**config.mk**
```make
export PLATFORM = sky130hd
export DESIGN_NAME = uart_rx_param
export DESIGN_NICKNAME = d
export VERILOG_FILES = /design/src/rtl/uart_rx_param.sv
export SDC_FILE = /design/constraint.sdc
export NUM_CORES = 1
export LEC_CHECK = 0
export CAP_MARGIN = 20
export CELL_PAD_IN_SITES_DETAIL_PLACEMENT = 1
export CELL_PAD_IN_SITES_GLOBAL_PLACEMENT = 1
export CORE_ASPECT_RATIO = 2
export CORE_UTILIZATION = 46
export CTS_CLUSTER_DIAMETER = 200
export DETAILED_ROUTE_END_ITERATION = 10
export GPL_TIMING_DRIVEN = 0
export HOLD_SLACK_MARGIN = 0.15
export PLACE_DENSITY_LB_ADDON = 0.1
export SYNTH_ARGS = -nofsm -noshare
export SYNTH_HDL_FRONTEND = slang
export SYNTH_SLANG_ARGS = --single-unit
```
**constraint.sdc**
```tcl
create_clock -name clk -period 2.55 [get_ports clk]
set_input_delay 0.255 -clock clk [delete_from_list [all_inputs] [get_ports clk]]
set_output_delay 0.255 -clock clk [all_outputs]
set_load 0.02 [all_outputs]
```
**src/rtl/uart_rx_param.sv**
```systemverilog
// Parametrised oversampling UART receiver with 3-sample majority vote.
// Ports: clk, rst_n (async low), i_rx_d serial in; o_rx_d/o_rx_valid/i_rx_ready
// handshake; o_parity_error, o_frame_error per frame; o_overrun sticky.
module uart_rx_param #(
    parameter int SYS_CLK   = 50000000,
    parameter int BAUD_RATE = 115200,
    parameter int DIVISION  = 16,
    parameter int DATA_BITS = 8,
    parameter int PARITY    = 0,
    parameter int STOP_BITS = 1
) (
    input  logic                 clk,
    input  logic                 rst_n,
    input  logic                 i_rx_d,
    output logic [DATA_BITS-1:0] o_rx_d,
    output logic                 o_rx_valid,
    input  logic                 i_rx_ready,
    output logic                 o_parity_error,
    output logic                 o_frame_error,
    output logic                 o_overrun
);

    localparam int DIV_RAW = SYS_CLK / (BAUD_RATE * DIVISION);
    localparam int DIV     = (DIV_RAW < 1) ? 1 : DIV_RAW;
    localparam int DW      = (DIV > 1) ? $clog2(DIV) : 1;
    localparam int TW      = $clog2(DIVISION);
    localparam int BW      = $clog2(DATA_BITS + 1);

    localparam logic [DW-1:0] DIV_LAST = DW'(DIV - 1);
    localparam logic [TW-1:0] SMP0     = TW'(DIVISION / 2 - 1);
    localparam logic [TW-1:0] SMP1     = TW'(DIVISION / 2);
    localparam logic [TW-1:0] SMP2     = TW'(DIVISION / 2 + 1);
    localparam logic [TW-1:0] TCK_LAST = TW'(DIVISION - 1);
    localparam logic [BW-1:0] DAT_LAST = BW'(DATA_BITS - 1);
    localparam logic [BW-1:0] STP_LAST = BW'(STOP_BITS - 1);

    typedef enum logic [2:0] {
        ST_IDLE,
        ST_START,
        ST_DATA,
        ST_PAR,
        ST_STOP
    } state_t;

    state_t               state_q, state_d;
    logic [1:0]           sync_q, sync_d;
    logic [DW-1:0]        div_cnt_q, div_cnt_d;
    logic [TW-1:0]        tick_cnt_q, tick_cnt_d;
    logic [BW-1:0]        bit_cnt_q, bit_cnt_d;
    logic [1:0]           samp_q, samp_d;
    logic [DATA_BITS-1:0] shreg_q, shreg_d;
    logic                 pperr_q, pperr_d;
    logic                 pferr_q, pferr_d;
    logic [DATA_BITS-1:0] data_q, data_d;
    logic                 valid_q, valid_d;
    logic                 perr_q, perr_d;
    logic                 ferr_q, ferr_d;
    logic                 ovr_q, ovr_d;

    logic rx_s, tick, vote_pt, wrap, vote, exp_par, commit, xfer;

    always_comb begin
        sync_d  = {sync_q[0], i_rx_d};
        rx_s    = sync_q[1];
        tick    = (div_cnt_q == DIV_LAST);
        vote_pt = tick && (tick_cnt_q == SMP2);
        wrap    = tick && (tick_cnt_q == TCK_LAST);
        // Third sample is the live line value on the voting tick.
        vote    = (samp_q[0] & samp_q[1]) | (samp_q[0] & rx_s) |
                  (samp_q[1] & rx_s);
        exp_par = (PARITY == 2) ? ~(^shreg_q) : (^shreg_q);
        xfer    = valid_q & i_rx_ready;

        state_d    = state_q;
        div_cnt_d  = tick ? '0 : div_cnt_q + 1'b1;
        tick_cnt_d = tick_cnt_q;
        bit_cnt_d  = bit_cnt_q;
        samp_d     = samp_q;
        shreg_d    = shreg_q;
        pperr_d    = pperr_q;
        pferr_d    = pferr_q;
        data_d     = data_q;
        valid_d    = valid_q;
        perr_d     = perr_q;
        ferr_d     = ferr_q;
        ovr_d      = ovr_q;
        commit     = 1'b0;

        if (tick && tick_cnt_q == SMP0) samp_d[0] = rx_s;
        if (tick && tick_cnt_q == SMP1) samp_d[1] = rx_s;
        if (tick && state_q != ST_IDLE) begin
            tick_cnt_d = wrap ? '0 : tick_cnt_q + 1'b1;
        end

        unique case (state_q)
            ST_IDLE: begin
                if (tick && !rx_s) begin
                    state_d    = ST_START;
                    div_cnt_d  = '0;
                    tick_cnt_d = '0;
                    bit_cnt_d  = '0;
                    shreg_d    = '0;
                    pperr_d    = 1'b0;
                    pferr_d    = 1'b0;
                end
            end
            ST_START: begin
                if (vote_pt && vote) state_d = ST_IDLE;
                else if (wrap)       state_d = ST_DATA;
            end
            ST_DATA: begin
                if (vote_pt) shreg_d = {vote, shreg_q[DATA_BITS-1:1]};
                if (wrap) begin
                    if (bit_cnt_q == DAT_LAST) begin
                        bit_cnt_d = '0;
                        state_d   = (PARITY != 0) ? ST_PAR : ST_STOP;
                    end else begin
                        bit_cnt_d = bit_cnt_q + 1'b1;
                    end
                end
            end
            ST_PAR: begin
                if (vote_pt && (vote != exp_par)) pperr_d = 1'b1;
                if (wrap) state_d = ST_STOP;
            end
            ST_STOP: begin
                if (vote_pt) begin
                    if (!vote) pferr_d = 1'b1;
                    // Leave at the last vote so a back-to-back start is seen.
                    if (bit_cnt_q == STP_LAST) begin
                        state_d   = ST_IDLE;
                        bit_cnt_d = '0;
                        commit    = 1'b1;
                    end
                end else if (wrap) begin
                    bit_cnt_d = bit_cnt_q + 1'b1;
                end
            end
            default: state_d = ST_IDLE;
        endcase

        if (xfer) begin
            valid_d = 1'b0;
            perr_d  = 1'b0;
            ferr_d  = 1'b0;
            ovr_d   = 1'b0;
        end
        if (commit) begin
            if (!valid_q || xfer) begin
                data_d  = shreg_q;
                perr_d  = pperr_q;
                ferr_d  = pferr_q | ~vote;
                valid_d = 1'b1;
            end else begin
                ovr_d = 1'b1;
            end
        end
    end

    always_ff @(posedge clk or negedge rst_n) begin
        if (!rst_n) begin
            state_q    <= ST_IDLE;
            sync_q     <= 2'b11;
            div_cnt_q  <= '0;
            tick_cnt_q <= '0;
            bit_cnt_q  <= '0;
            samp_q     <= '0;
            shreg_q    <= '0;
            pperr_q    <= 1'b0;
            pferr_q    <= 1'b0;
            data_q     <= '0;
            valid_q    <= 1'b0;
            perr_q     <= 1'b0;
            ferr_q     <= 1'b0;
            ovr_q      <= 1'b0;
        end else begin
            state_q    <= state_d;
            sync_q     <= sync_d;
            div_cnt_q  <= div_cnt_d;
            tick_cnt_q <= tick_cnt_d;
            bit_cnt_q  <= bit_cnt_d;
            samp_q     <= samp_d;
            shreg_q    <= shreg_d;
            pperr_q    <= pperr_d;
            pferr_q    <= pferr_d;
            data_q     <= data_d;
            valid_q    <= valid_d;
            perr_q     <= perr_d;
            ferr_q     <= ferr_d;
            ovr_q      <= ovr_d;
        end
    end

    assign o_rx_d         = data_q;
    assign o_rx_valid     = valid_q;
    assign o_parity_error = perr_q;
    assign o_frame_error  = ferr_q;
    assign o_overrun      = ovr_q;

endmodule
```
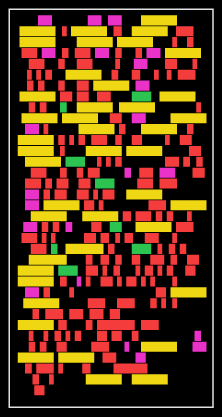
Fig. 1. Cell classes on the final placement (run 1).
Scale: 4 px per µm.
legend:
  green:
    class: clock drivers and dummy loads
    cells: 8
  yellow:
    class: flops
    cells: 42
  red:
    class: all other logic
    cells: 158
  magenta:
    class: other buffers and delay cells
    cells: 22

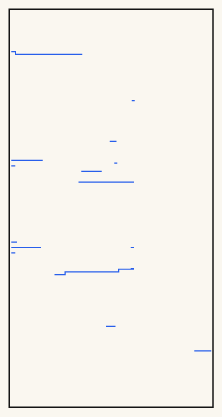
Fig. 2. Metal 3 (run 1).
Scale: 4 px per µm.
longest straight run: 16.6 µm
main direction: horizontal
wire length on this layer: 82.9 µm
nets with wire on the layer: 9

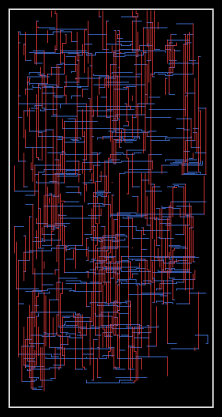
Fig. 3. Routed metal, one color a layer (run 1).
Scale: 4 px per µm. Only two layers are drawn.
legend:
  blue:
    layer: met1
    wire_length: 1,800 µm
  red:
    layer: met2
    wire_length: 2,900 µm

==> impl_metrics.env, run 1 <==
# source this file to load flow results
export IMPL_flop_cell="dfrtp_1"
export IMPL_dp_hpwl_um=3820
export IMPL_grt_max_degree=43
export IMPL_clkTransAtPathRegs_ns=0.08
export IMPL_cts_sinks=42
export IMPL_cts_tree="built"
export IMPL_nNetsFinal=240
export IMPL_crit_path_end_kind="flop"
export IMPL_gp_congestion=0.742
export IMPL_via_per_inst=5.53
export IMPL_grt_pass1_vias=1885
export IMPL_synth_area_yosys_mm2=0.00217
export IMPL_die_area_mm2=0.00501
export IMPL_max_clock_path_buffers=2
export IMPL_async_reset_ff_share_pct=100
export IMPL_hold_start="sync_q[0]$_DFF_PN1_"
export IMPL_antenna_found_initial=0
export IMPL_path_cells="inv_1, ha_1, nor3b_1, nand4_2, nor2_4, mux2_2"
export IMPL_fp_nets=217
export IMPL_layout_min_cycle_time_ns=2.13
export IMPL_fill_cells=533
export IMPL_worstSetupStartpoint="bit_cnt_q[0]$_DFFE_PN0P_"
export IMPL_power_total_mw=1.13
export IMPL_vias=1577
export IMPL_crit_family="simple AND/OR/NAND/NOR gates"
export IMPL_yosysSeqAreaShare_pct=48.5
export IMPL_syn_inst=206
export IMPL_drv_slew=0
export IMPL_io_buffers=15
export IMPL_drcViolationCount=0
export IMPL_finalSetupViolations=0
export IMPL_rows=35
export IMPL_slew_headroom_pct=36.9
export IMPL_seqCellArea_mm2=0.00105
export IMPL_drtIter0Drc=15
export IMPL_log_warning_count=30
export IMPL_final_core_util_pct=54.5
export IMPL_p_per_area_mw_per_mm2=457
export IMPL_wl_per_cell_um=17.2
export IMPL_layout_drive_gt1_share_pct=16.5
export IMPL_status="finished clean"
export IMPL_fp_util_pct=47.7
export IMPL_lay_top_cells="dfrtp_1, inv_1, o21ai_0"
export IMPL_yosysUniqueCellTypes=50
export IMPL_max_freq_ghz=0.469
export IMPL_cts_inserted_buffers=5
export IMPL_clock_skew_ns=0.00747
export IMPL_die_height_um=99.2
export IMPL_vdd_drop_max_v=0.000416
export IMPL_worstPathArrival_ns=2.32
export IMPL_critPathMaxFanout=8
export IMPL_critPathLaunchType="flop"
export IMPL_cts_hold_buf=1
export IMPL_crit_required_ns=2.74
export IMPL_cts_setup_buffers=0
export IMPL_grt_pass1_wl_um=8670
[run 1: area by class of cell]
class | instances | share of cell area, %
tap | 55 | 2.77
multi-input combinational | 139 | 40.7
clock buffer | 5 | 2.77
clock inverter | 3 | 0.756
buffer | 6 | 1.46
sequential | 42 | 42.4
inverter | 19 | 2.87
timing repair buffer | 16 | 6.25
[run 1: state kept, by name, indices dropped and copies added, names as in the netlist]
register / flops
div_cnt_q: 5
pferr_q: 1
o_frame_error: 1
state_q: 3
shreg_q: 8
o_parity_error: 1
tick_cnt_q: 4
o_rx_d: 8
o_rx_valid: 1
sync_q: 2
samp_q: 2
bit_cnt_q: 4
o_overrun: 1
pperr_q: 1
[run 1: cells by family after synthesis]
family	Yosys count	synth area share (%)
xor+xnor	10	4.03
compound gates	47	14.8
buf+inv	25	4.96
simple gates	62	17.1
mux	12	6.11
flops	42	48.5
fa+ha+maj	8	4.50
[run 1: report_power, final]
part / switching, mW / internal, mW
registers: 0.00485 / 0.670
clock network: 0.239 / 0.193
logic: 0.0197 / 0.00857
total: 0.263 / 0.871
[run 1: worst paths after layout]
path / to / slack (ns) / cells after the start
max in group asynchronous: shreg_q[5]$_DFFE_PN0P_ / 1.33 / 2
setup / recovery: o_rx_d[1]$_DFFE_PN0P_ / 0.42 / 6
hold reg to reg: sync_q[1]$_DFF_PN1_ / 0.36 / 0
hold / removal: sync_q[1]$_DFF_PN1_ / 0.36 / 0
min in group asynchronous: tick_cnt_q[2]$_DFF_PN0_ / 0.63 / 2
setup reg to reg: o_rx_d[1]$_DFFE_PN0P_ / 0.42 / 6
[run 1: worst reg2reg max path, cell delays in order (launching register included)]
cell and delay (ns):
dfrtp_1 0.40, inv_1 0.10, ha_1 0.15, nor3b_1 0.36, nand4_2 0.31, nor2_4 0.33, mux2_2 0.37
[run 1: per-layer routing]
| metal | wire [µm] | global-route usage (%) |
|---|---|---|
| met5 | 0 | 0 |
| met2 | 2900 | 44.2 |
| met4 | 112 | 8.97 |
| met3 | 82 | 4.28 |
| met1 | 1800 | 22.8 |
[run 1: stage by stage]
| stage | instances | hold slack, ns | instance area [µm²] | setup WS (ns) |
|---|---|---|---|---|
| after floorplan | 206 | -0.0406 | 2170 | 0.721 |
| after global placement | 276 | 0.346 | 2390 | 0.227 |
| after detailed placement | 276 | 0.348 | 2380 | 0.415 |
| after CTS | 285 | 0.355 | 2480 | 0.381 |
| after global routing | 285 | 0.358 | 2480 | 0.225 |
| final | 285 | 0.359 | 2480 | 0.416 |
[run 1: cell usage after synthesis (3+ instances only)]
| cell | instances | share of area, % |
|---|---|---|
| dfrtp_1 | 40 | 46 |
| inv_1 | 19 | 3.3 |
| o21ai_0 | 18 | 4.2 |
| nand3_1 | 16 | 3.7 |
| nand2_1 | 13 | 2.2 |
| mux2_2 | 10 | 5.2 |
| xnor2_1 | 9 | 3.6 |
| a21oi_1 | 8 | 1.8 |
| ha_1 | 7 | 4.0 |
| nor2_1 | 7 | 1.2 |
| nor3_1 | 4 | 0.92 |
| nand2b_1 | 3 | 0.86 |
| o31ai_1 | 3 | 1.0 |
Fig. 4: run 1, register map, names as in the netlist
Scale: 8 px per µm. Other sequential cells in the stronger gray, the rest of the logic in the fainter gray.
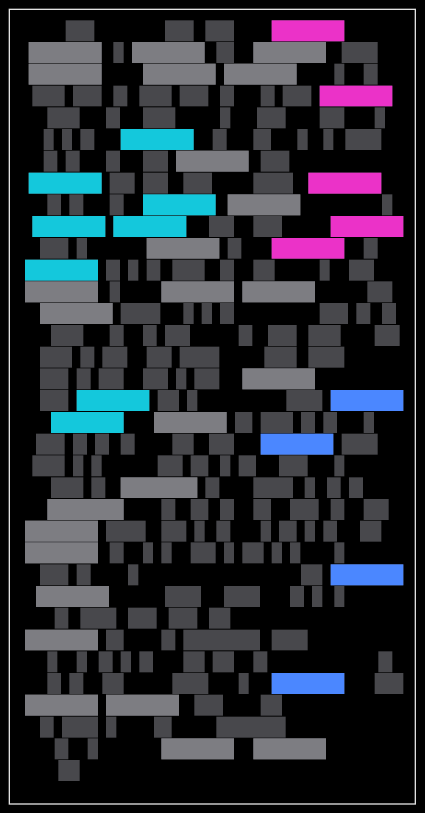

==> inputs of run 2 (changes only) <==
==> constraint.sdc (replaced) <==
create_clock -name clk -period 2.15 [get_ports clk]
set_input_delay 0.215 -clock clk [delete_from_list [all_inputs] [get_ports clk]]
set_output_delay 0.215 -clock clk [all_outputs]
set_load 0.02 [all_outputs]
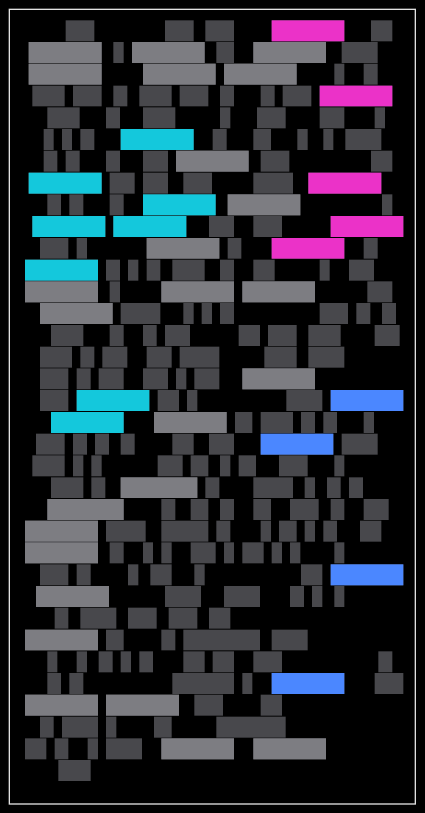
Fig. 5. Register map, names as in the netlist (run 2).
Scale: 8 px per µm. Other sequential cells in the stronger gray, the rest of the logic in the fainter gray.
legend:
  blue:
    netlist_name: tick_cnt_q
    sequential_cells: 4
  cyan:
    netlist_name: shreg_q
    sequential_cells: 8
  magenta:
    netlist_name: div_cnt_q
    sequential_cells: 5
    where: upper right
Core Util, Final: 55.9%
register area: 0.00105 mm²

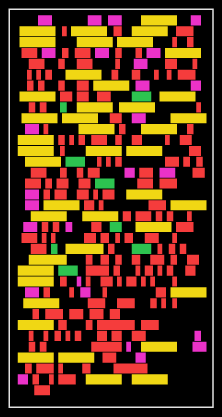
Fig. 6. Cell classes on the final placement (run 2).
Scale: 4 px per µm.
Core Rows: 35
post-route cell area: 0.00254 mm²
core area: 0.00455 mm²

==> impl_metrics.env, run 2 <==
# source this file to load flow results
export IMPL_status="finished clean"
export IMPL_fp_nets=217
export IMPL_antenna_found_initial=0
export IMPL_max_freq_ghz=0.488
export IMPL_critPathMaxFanout=7
export IMPL_lay_top_cells="dfrtp_1, inv_1, o21ai_0"
export IMPL_diodes=0
export IMPL_cts_inserted_buffers=5
export IMPL_layout_min_cycle_time_ns=2.05
export IMPL_io_pin_count=16
export IMPL_grt_pass1_wl_um=8650
export IMPL_slew_headroom_pct=37.1
export IMPL_synthTopCellsByCount="dfrtp_1, inv_1, o21ai_0, nand3_1, nand2_1"
export IMPL_finalCritPeriodShare_pct=95.3
export IMPL_hold_viol_final=0
export IMPL_dp_hpwl_um=3820
export IMPL_fp_util_pct=47.7
export IMPL_crit_required_ns=2.34
export IMPL_vdd_drop_max_v=0.000496
export IMPL_worstSetupStartpoint="div_cnt_q[0]$_DFF_PN0_"
export IMPL_die_height_um=99.2
export IMPL_nNetsFinal=244
export IMPL_hold_ws_ns=0.325
export IMPL_final_common_cell="dfrtp_1"
export IMPL_yosysSeqAreaShare_pct=48.5
export IMPL_yosysTopAreaCell="dfrtp_1"
export IMPL_cts_tree="built"
export IMPL_syn_inst=206
export IMPL_clock_skew_ns=0.00693
export IMPL_r2r_start="div_cnt_q[0]$_DFF_PN0_"
export IMPL_finalSetupViolations=0
export IMPL_fill_cells=532
export IMPL_synth_area_yosys_mm2=0.00217
export IMPL_first_pass_iters=4
export IMPL_critPathLaunchType="flop"
export IMPL_hold_start="i_rx_d"
export IMPL_grt_util_all_layers_pct=22.9
export IMPL_tightest_slew_ns=0.944
export IMPL_routed_wl_um=4910
export IMPL_edf_count=0
export IMPL_critPathKind="flop to flop"
export IMPL_top_area_share_pct=46.1
export IMPL_synth_most_common_cell="dfrtp_1"
export IMPL_postSynthAreaPerCell_um2=10.5
export IMPL_grt_pass1_vias=1885
export IMPL_cts_sinks=42
export IMPL_drv_slew=0
export IMPL_hold_class="primary input to flop"
export IMPL_io_buffers=15
export IMPL_grt_max_degree=43
export IMPL_fp_dieW_um=50.6
export IMPL_die_area_mm2=0.00501
export IMPL_maxCapViolations=0
export IMPL_log_warning_count=30
export IMPL_layout_drive_gt1_share_pct=19.2
export IMPL_wl_per_cell_um=17.0
export IMPL_htree_num_levels=2
export IMPL_max_clock_path_buffers=2
export IMPL_p_leak_nw=1.13
export IMPL_cts_root_buf="clkbuf_8"
export IMPL_crit_path_end_kind="flop"
export IMPL_grt_overflow=0
export IMPL_drtIter0Drc=18
export IMPL_synth_warning_count=0
export IMPL_p_per_area_mw_per_mm2=529
export IMPL_async_reset_ff_share_pct=100
export IMPL_topCellsByArea="dfrtp_1, mux2_2, o21ai_0"
export IMPL_drcViolationCount=0
export IMPL_worstPathArrival_ns=2.24
export IMPL_yosysUniqueCellTypes=50
export IMPL_via_per_inst=5.48
export IMPL_synth_area_mm2=0.00217
export IMPL_clk_latency_ns=0.30
export IMPL_ys_flops=42
export IMPL_gp_congestion=0.742
export IMPL_clkTransAtPathRegs_ns=0.09
export IMPL_syn_to_final_growth_pct=17.2
export IMPL_ys_cells=206
export IMPL_vias=1583
export IMPL_ant_nets=0
export IMPL_flop_cell="dfrtp_1"
==> run 2: final timing paths <==
kind / to / slack (ns) / cells past startpoint
min in group asynchronous: tick_cnt_q[2]$_DFF_PN0_ / 0.59 / 2
worst max register to register: bit_cnt_q[2]$_DFFE_PN0P_ / 0.10 / 8
max in group asynchronous: o_rx_d[4]$_DFFE_PN0P_ / 0.97 / 2
worst min register to register: sync_q[1]$_DFF_PN1_ / 0.36 / 0
worst min-delay path: sync_q[0]$_DFF_PN1_ / 0.33 / 1
worst max-delay path: bit_cnt_q[2]$_DFFE_PN0P_ / 0.10 / 8
==> run 2: critical path, stage by stage (launching register included) <==
cell,delay (ns)
dfrtp_1,0.41
inv_1,0.07
ha_1,0.20
and4b_1,0.23
buf_6,0.15
nand4b_4,0.11
a221oi_4,0.41
o21ai_1,0.12
a32o_1,0.22
==> run 2: cell type report <==
class	instances	area, µm²	area share (%)
plain buffers	6	38.8	1.52
clock buffers	5	68.8	2.70
clock inverters	3	18.8	0.737
inverters	19	71.3	2.80
multi-input cells	139	1040	40.9
flip-flops and latches	42	1050	41.4
well taps	55	68.8	2.70
repair buffers	20	185	7.28
==> run 2: routing by layer <==
layer / vias to the layer above / track usage, % / wire length [µm]
li1: 772 / - / -
met1: 787 / 22.8 / 1820
met2: 17 / 44.2 / 2910
met3: 7 / 4.28 / 80
met4: 0 / 8.97 / 106
met5: - / 0 / 0
==> run 2: cell families after synthesis <==
family | Yosys count | synth area share (%)
flip-flops | 42 | 48.5
multiplexers | 12 | 6.11
AND-OR/OR-AND | 47 | 14.8
XOR/XNOR | 10 | 4.03
adder cells (fa/ha/maj) | 8 | 4.50
buffers and inverters | 25 | 4.96
AND/OR/NAND/NOR | 62 | 17.1
==> run 2: stage by stage <==
stage | total power, mW | cell area (µm²) | instances | setup TNS (ns) | worst slack (ns)
6_report | 1.35 | 2540 | 289 | 0 | 0.100
5_1_grt | 1.40 | 2540 | 289 | -0.0183 | -0.0183
4_1_cts | 1.37 | 2490 | 285 | 0 | 0.0185
3_5_place_dp | 0.849 | 2380 | 276 | 0 | 0.0154
3_3_place_gp | 0.849 | 2390 | 276 | -5.20 | -0.133
2_1_floorplan | 0.824 | 2170 | 206 | 0 | 0.321
==> run 2: where the power goes <==
part	internal (mW)	total (mW)	switching [mW]	leakage, nW
Combinational	0.0106	0.0342	0.0236	0.540
Clock	0.229	0.512	0.284	0.0483
Sequential	0.794	0.800	0.00595	0.546
==> run 2: timing repair <==
action,4_1_cts,5_1_grt
buffers inserted,0,4
pin swaps,1,1
hold buffers,1,0
resized,1,7
endpoints found under the setup margin,8,19
endpoints found under the hold margin,40,0
No activity file was given, so power comes from the tool's default toggle rates.
